==> images/gate_families.png <==
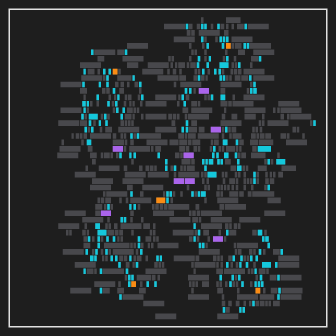
==> images/zoom.png <==
Scale bar: 10 um. Region (21, 21) to (46, 46) um. Cells in gray, sequential cells in the stronger gray; small squares are vias.
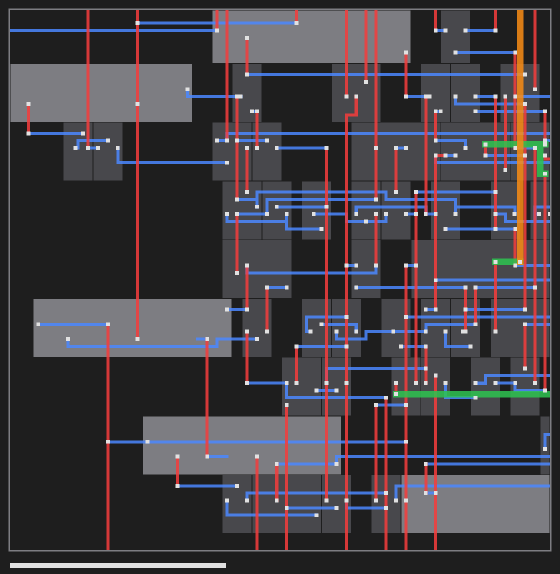
==> images/registers.png <==
Scale bar: 50 um.
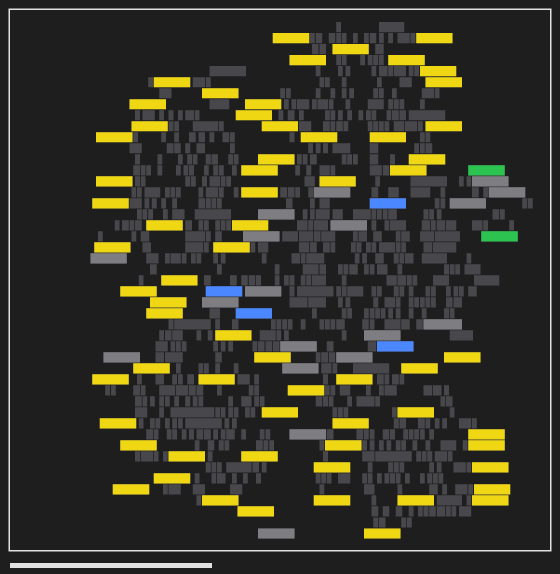
==> images/port_nets.png <==
Scale bar: 50 um.
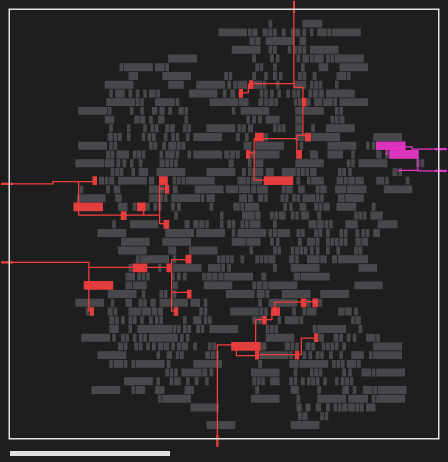
==> src/rtl/button_event_arbiter_pkg.sv <==
// Shared event codes and sizing helpers for the button event arbiter.
package button_event_arbiter_pkg;

    localparam int EVT_TYPE_W = 2;

    typedef enum logic [EVT_TYPE_W-1:0] {
        EVT_NONE    = 2'd0,
        EVT_PRESS   = 2'd1,
        EVT_RELEASE = 2'd2,
        EVT_HOLD    = 2'd3
    } evt_type_e;

    // Width of a button index; a single button still needs one bit.
    function automatic int btn_idx_w(input int n);
        return (n <= 1) ? 1 : $clog2(n);
    endfunction

endpackage

==> src/rtl/button_event_arbiter_if.sv <==
// Valid/ready event port shared by all buttons, plus the drop pulse.
interface button_event_arbiter_if #(
    parameter int N_BTN = 4
);
    import button_event_arbiter_pkg::*;

    localparam int BTN_W = btn_idx_w(N_BTN);

    logic                  evt_valid;
    logic                  evt_ready;
    logic [BTN_W-1:0]      evt_btn;
    logic [EVT_TYPE_W-1:0] evt_type;
    logic                  evt_drop;

    modport master (
        output evt_valid,
        output evt_btn,
        output evt_type,
        output evt_drop,
        input  evt_ready
    );

    modport slave (
        input  evt_valid,
        input  evt_btn,
        input  evt_type,
        input  evt_drop,
        output evt_ready
    );

endinterface

==> src/rtl/button_event_arbiter_chan.sv <==
// One button channel: edge detect, long-press/repeat timer and the three
// pending event flags that the arbiter clears when it serves them.
module btn_evt_chan #(
    parameter int LONG_CYCLES   = 1000,
    parameter int REPEAT_CYCLES = 200,
    parameter int CNT_W         = 16
) (
    input  logic clk,
    input  logic resetn,
    input  logic btn_in,
    input  logic clr_press,
    input  logic clr_hold,
    input  logic clr_release,
    output logic pend_press,
    output logic pend_hold,
    output logic pend_release,
    output logic drop
);

    localparam logic [CNT_W-1:0] LONG_LOAD   = CNT_W'(LONG_CYCLES - 1);
    localparam logic [CNT_W-1:0] REPEAT_LOAD = CNT_W'(REPEAT_CYCLES - 1);

    logic             btn_d_q;
    logic [CNT_W-1:0] timer_q, timer_d;
    logic             pend_press_q, pend_press_d;
    logic             pend_hold_q, pend_hold_d;
    logic             pend_release_q, pend_release_d;
    logic             rise, fall, hold_tick, block;

    // A new press must not overtake an older RELEASE still waiting; a
    // RELEASE being served on this very edge no longer blocks it.
    always_comb begin
        rise      = btn_in & ~btn_d_q;
        fall      = ~btn_in & btn_d_q;
        hold_tick = btn_in & btn_d_q & (timer_q == '0);
        block     = pend_press_q | (pend_release_q & ~clr_release);
        drop      = rise & block;

        timer_d = timer_q;
        if (!btn_in) begin
            timer_d = '0;
        end else if (rise) begin
            timer_d = LONG_LOAD;
        end else if (hold_tick) begin
            timer_d = REPEAT_LOAD;
        end else begin
            timer_d = timer_q - 1'b1;
        end

        pend_press_d   = (pend_press_q & ~clr_press) | (rise & ~block);
        pend_hold_d    = (pend_hold_q | hold_tick) & ~clr_hold & btn_in;
        pend_release_d = (pend_release_q & ~clr_release) | fall;
    end

    always_ff @(posedge clk or negedge resetn) begin
        if (!resetn) begin
            btn_d_q        <= 1'b0;
            timer_q        <= '0;
            pend_press_q   <= 1'b0;
            pend_hold_q    <= 1'b0;
            pend_release_q <= 1'b0;
        end else begin
            btn_d_q        <= btn_in;
            timer_q        <= timer_d;
            pend_press_q   <= pend_press_d;
            pend_hold_q    <= pend_hold_d;
            pend_release_q <= pend_release_d;
        end
    end

    assign pend_press   = pend_press_q;
    assign pend_hold    = pend_hold_q;
    assign pend_release = pend_release_q;

    no_double_release: assert property (@(posedge clk) disable iff (!resetn)
        !(fall && pend_release_q && !clr_release));

endmodule

==> src/rtl/button_event_arbiter.sv <==
// Turns debounced button levels into PRESS/RELEASE/HOLD events and shares
// one registered valid/ready port among the buttons round-robin.
module button_event_arbiter
    import button_event_arbiter_pkg::*;
#(
    parameter int N_BTN         = 4,
    parameter int LONG_CYCLES   = 1000,
    parameter int REPEAT_CYCLES = 200,
    parameter int CNT_W         = 16
) (
    input  logic                          clk,
    input  logic                          resetn,
    input  logic [N_BTN-1:0]              btn_in,
    button_event_arbiter_if.master        evt
);

    localparam int BTN_W = btn_idx_w(N_BTN);

    logic [N_BTN-1:0] pend_press, pend_hold, pend_release, drop_vec;
    logic [N_BTN-1:0] clr_press, clr_hold, clr_release;

    logic                  evt_valid_q, evt_valid_d;
    logic [BTN_W-1:0]      evt_btn_q, evt_btn_d;
    logic [EVT_TYPE_W-1:0] evt_type_q, evt_type_d;
    logic                  evt_drop_q, evt_drop_d;
    logic [BTN_W-1:0]      rr_ptr_q, rr_ptr_d;

    logic             found, load_en;
    logic [BTN_W-1:0] win;
    int               idx;

    for (genvar i = 0; i < N_BTN; i++) begin : g_chan
        btn_evt_chan #(
            .LONG_CYCLES   (LONG_CYCLES),
            .REPEAT_CYCLES (REPEAT_CYCLES),
            .CNT_W         (CNT_W)
        ) u_chan (
            .clk          (clk),
            .resetn       (resetn),
            .btn_in       (btn_in[i]),
            .clr_press    (clr_press[i]),
            .clr_hold     (clr_hold[i]),
            .clr_release  (clr_release[i]),
            .pend_press   (pend_press[i]),
            .pend_hold    (pend_hold[i]),
            .pend_release (pend_release[i]),
            .drop         (drop_vec[i])
        );
    end

    // The output register reloads whenever it is empty or being accepted,
    // so a held-high ready gives one event per clock with no bubble.
    always_comb begin
        clr_press   = '0;
        clr_hold    = '0;
        clr_release = '0;
        evt_valid_d = evt_valid_q;
        evt_btn_d   = evt_btn_q;
        evt_type_d  = evt_type_q;
        rr_ptr_d    = rr_ptr_q;
        evt_drop_d  = |drop_vec;
        found       = 1'b0;
        win         = '0;
        idx         = 0;
        load_en     = ~evt_valid_q | evt.evt_ready;

        for (int k = 0; k < N_BTN; k++) begin
            idx = int'(rr_ptr_q) + k;
            if (idx >= N_BTN) begin
                idx = idx - N_BTN;
            end
            if (!found && (pend_press[idx] || pend_hold[idx] || pend_release[idx])) begin
                found = 1'b1;
                win   = BTN_W'(idx);
            end
        end

        if (load_en) begin
            if (found) begin
                evt_valid_d = 1'b1;
                evt_btn_d   = win;
                if (pend_press[win]) begin
                    evt_type_d     = EVT_PRESS;
                    clr_press[win] = 1'b1;
                end else if (pend_hold[win]) begin
                    evt_type_d    = EVT_HOLD;
                    clr_hold[win] = 1'b1;
                end else begin
                    evt_type_d       = EVT_RELEASE;
                    clr_release[win] = 1'b1;
                end
                rr_ptr_d = (win == BTN_W'(N_BTN - 1)) ? '0 : win + 1'b1;
            end else begin
                evt_valid_d = 1'b0;
                evt_btn_d   = '0;
                evt_type_d  = EVT_NONE;
            end
        end
    end

    always_ff @(posedge clk or negedge resetn) begin
        if (!resetn) begin
            evt_valid_q <= 1'b0;
            evt_btn_q   <= '0;
            evt_type_q  <= EVT_NONE;
            evt_drop_q  <= 1'b0;
            rr_ptr_q    <= '0;
        end else begin
            evt_valid_q <= evt_valid_d;
            evt_btn_q   <= evt_btn_d;
            evt_type_q  <= evt_type_d;
            evt_drop_q  <= evt_drop_d;
            rr_ptr_q    <= rr_ptr_d;
        end
    end

    assign evt.evt_valid = evt_valid_q;
    assign evt.evt_btn   = evt_btn_q;
    assign evt.evt_type  = evt_type_q;
    assign evt.evt_drop  = evt_drop_q;

endmodule

==> src/flat_wrapper.sv <==
// flat-port wrapper written by rule: the top's interface ports become plain ports
module button_event_arbiter_flat import button_event_arbiter_pkg::*;
#(
    parameter int N_BTN         = 4,
    parameter int LONG_CYCLES   = 1000,
    parameter int REPEAT_CYCLES = 200,
    parameter int CNT_W         = 16
)
  (clk, resetn, btn_in, evt_evt_valid, evt_evt_btn, evt_evt_type, evt_evt_drop, evt_evt_ready);
  button_event_arbiter_if #(.N_BTN(N_BTN)) evt_i ();
  input  logic clk;
  input  logic resetn;
  input  logic [N_BTN-1:0] btn_in;
  output wire logic [$bits(evt_i.evt_valid)-1:0] evt_evt_valid;
  output wire logic [$bits(evt_i.evt_btn)-1:0] evt_evt_btn;
  output wire logic [$bits(evt_i.evt_type)-1:0] evt_evt_type;
  output wire logic [$bits(evt_i.evt_drop)-1:0] evt_evt_drop;
  input wire logic [$bits(evt_i.evt_ready)-1:0] evt_evt_ready;
  assign evt_evt_valid = evt_i.evt_valid;
  assign evt_evt_btn = evt_i.evt_btn;
  assign evt_evt_type = evt_i.evt_type;
  assign evt_evt_drop = evt_i.evt_drop;
  assign evt_i.evt_ready = evt_evt_ready;
  button_event_arbiter #(.N_BTN(N_BTN), .LONG_CYCLES(LONG_CYCLES), .REPEAT_CYCLES(REPEAT_CYCLES), .CNT_W(CNT_W)) u_core (.clk(clk), .resetn(resetn), .btn_in(btn_in), .evt(evt_i));
endmodule
==> config.mk <==
export PLATFORM = sky130hd
export DESIGN_NAME = button_event_arbiter_flat
export DESIGN_NICKNAME = d
export VERILOG_FILES = /design/src/rtl/button_event_arbiter_pkg.sv /design/src/rtl/button_event_arbiter_if.sv /design/src/rtl/button_event_arbiter_chan.sv /design/src/rtl/button_event_arbiter.sv /design/src/flat_wrapper.sv
export SDC_FILE = /design/constraint.sdc
export NUM_CORES = 1
export LEC_CHECK = 0
export ABC_AREA = 1
export CORE_UTILIZATION = 30
export CTS_CLUSTER_SIZE = 30
export DETAILED_ROUTE_END_ITERATION = 6
export DONT_BUFFER_PORTS = 1
export GPL_TIMING_DRIVEN = 0
export PLACE_DENSITY = 0.56
export SETUP_SLACK_MARGIN = 0.02
export SYNTH_ARGS = -nofsm -noshare
export SYNTH_HDL_FRONTEND = slang
export SYNTH_HIERARCHICAL = 1
export SYNTH_SLANG_ARGS = --single-unit
==> constraint.sdc <==
create_clock -name clk -period 3.2 [get_ports clk]
set_input_delay 0.96 -clock clk [delete_from_list [all_inputs] [get_ports clk]]
set_output_delay 0.96 -clock clk [all_outputs]
set_load 0.01 [all_outputs]
==> reports/qor.csv <==
metric,value,unit
worst path cell trace,"inv_2, buf_6, nor2_1, nor2_2, nand2_1, nand2_4, nand3_4, o21ai_4, nand2_2, nor2_4, buf_4, ha_1, nand2_1, nor2_2, inv_1, nand2_2, a21oi_1, or4_4",
Setup-failing EPs final,0,
nets,747,
cycle use final,92.9,%
Skew-Pair Late Insertion Delay,350,ps
run status,completed,
number of synthesized flops with an enable pin,0,
Critical Path Start Type,register,
cells after synthesis,711,
Crit Reg-Reg Startpoint,u_core/rr_ptr_q[0]$_DFFE_PN0P_,
CP peak stage delay,540,ps
Final Util,35.4,%
path type of the worst setup path,reg2reg,
Pre-Repair DR Iteration Count,5,
routed vias/inst,4.44,
fin. max-slew vios,0,
antenna violations before repair,0,
Power per Cell Area,753,nW/um^2
crit path DRT,3420,ps
HPWL Detailed,7.80,mm
slowest cell on the critical path,or4_4,
Top Ports,13,
Synth Warn #,6,
Worst-Margin Slew,388,ps
fp_density,31.0,%
clock skew,5.22,ps
hold_ws,311,ps
CP Depth,18,
Clock Tree Root,clkbuf_16,
Synth flops,88,
die area,17800,um^2
Row Count,47,
port bufs,0,
minimum clock period,2970,ps
comb. cell area,2680,um^2
Final Hold Fails,0,
vias in the first global route,3964,
Die Wd,133,um
Vias,4248,
Post-synth ARST share,100,%
Final Wtd Congestion,0.804,
cells in synth_stat.txt,711,
worst reg2reg path depth,18,
"Seq share, synth",42.5,%
placed cell areas,5460,um^2
# DRC,0,
fillers,1781,
Post-synth top cells,"nand2_1 (180), nor2_1 (171), dfrtp_1 (88)",
Relative slew margins,74.0,%
first-pass GRT wire length,18.9,mm
-- gate_families.png (at the start) --
| family | color | cells |
|---|---|---|
| AND and OR gates | orange | 5 |
| NOR gates | cyan | 187 |
| adder and majority cells | purple | 8 |

-- zoom.png (at the start) --
| layer | color |
|---|---|
| met2 | red |
| met1 | blue |
| met4 | orange |
| met3 | green |
sequential cells in the window: 5
cells with their middle in the window: 45
netlist names of flops here include: u_core/g_chan.u_chan/timer_q (5)
most frequent: nor2_1 (13), nand2_1 (8), inv_1 (8)

-- registers.png (at the start) --
| name in the netlist | color | flops |
|---|---|---|
| u_core/g_chan.u_chan/pend_release | blue | 4 |
| u_core/evt.evt_type | green | 2 |
| u_core/g_chan.u_chan/timer_q | yellow | 64 |
not colored: 18
sequential group power: 1.42 mW
Flop area: 2200 um^2
sequential share of cell area: 37.3%

-- port_nets.png (at the start) --
| port | color | bits | direction | end cells | buffers | wire |
|---|---|---|---|---|---|---|
| evt_evt_btn | magenta | 2 | output | 2 | 0 | 35.1 um |
| btn_in | red | 4 | input | 32 | 0 | 389 um |

[per-layer routing]
| metal | up-vias | part of all wire, % | track usage, % | wire [um] |
|---|---|---|---|---|
| li1 | 2219 | - | - | - |
| met1 | 1963 | 50 | 18.0 | 5390 |
| met2 | 54 | 45 | 20.1 | 4880 |
| met3 | 12 | 3.4 | 2.66 | 364 |
| met4 | 0 | 1.9 | 6.44 | 211 |
| met5 | - | 0 | 0 | 0 |
[worst max path at each step]
stage,end,from,slack (ps)
6_report,u_core/evt.evt_drop$_DFF_PN0_,u_core/rr_ptr_q[0]$_DFFE_PN0P_,230
5_1_grt,u_core/evt.evt_drop$_DFF_PN0_,u_core/rr_ptr_q[0]$_DFFE_PN0P_,-20
4_1_cts,u_core/evt.evt_drop$_DFF_PN0_,u_core/rr_ptr_q[0]$_DFFE_PN0P_,40
3_5_place_dp,u_core/evt.evt_drop$_DFF_PN0_,u_core/rr_ptr_q[0]$_DFFE_PN0P_,50
3_3_place_gp,u_core/evt.evt_drop$_DFF_PN0_,u_core/rr_ptr_q[0]$_DFFE_PN0P_,60
2_1_floorplan,u_core/evt.evt_drop$_DFF_PN0_,u_core/rr_ptr_q[0]$_DFFE_PN0P_,620
[stage by stage]
stage          setup WS [ps]  cells  setup TNS (ps)
2_1_floorplan            618    711               0
3_3_place_gp            63.9    931               0
3_5_place_dp            45.3    931               0
4_1_cts                 36.5    946               0
5_1_grt                -19.5    956           -19.5
6_report                 229    956               0
[cells in the final DEF, fill, tap and decap left out, types with 8 or more instances in the layout]
cell type  netlist  layout
inv_1           77      77
ha_1             8       8
o21a_1           8       8
nand2_2         14      19
clkbuf_16        0       9
nor2_2           6       9
nand2_1        180     174
nor2_1         171     167
o21ai_0         28      28
buf_4            1      10
dfrtp_1         88      87
xor2_1          32      32
nand3_1         35      33
inv_2           14      14
a21oi_1         12      12
[power by group]
group / switching (mW) / internal [mW] / total, mW
Combinational: 1.22 / 0.734 / 1.95
Sequential: 0.154 / 1.26 / 1.42
Clock: 0.420 / 0.665 / 1.08
[area by class of cell]
type / count / area share, %
well taps: 220 / 4.66
flip-flops and latches: 88 / 37.3
clock inverters: 2 / 0.635
inverters: 92 / 5.84
multi-input cells: 529 / 45.4
repair buffers: 10 / 1.27
plain buffers: 2 / 0.381
clock buffers: 13 / 4.57
[registers in the layout, summed over array words and instances (netlist names)]
name / cells
u_core/g_chan.u_chan/timer_q: 64
u_core/g_chan.u_chan/btn_d_q: 4
u_core/g_chan.u_chan/pend_press: 4
u_core/g_chan.u_chan/pend_hold: 4
u_core/evt.evt_type: 2
u_core/evt.evt_valid: 1
u_core/rr_ptr_q: 2
u_core/g_chan.u_chan/pend_release: 4
u_core/evt.evt_btn: 2
u_core/evt.evt_drop: 1
[logic make-up after synthesis]
group / Yosys count / synth area share, %
DFF: 88 / 42.5
adders and majority gates: 8 / 1.93
xor gates and xnor gates: 32 / 5.41
buffers and inverters: 94 / 7.02
and+or+nand+nor: 440 / 38.0
AOI/OAI and AO/OA: 49 / 5.19
[what timing repair did]
item / in CTS / in global routing
gates resized: 0 / 20
endpoints found under the setup margin: 0 / 1
endpoints found under the hold margin: 0 / 0
hold buffers: 0 / 0
buffers inserted: 0 / 9
Power and IR drop assume default switching activity.
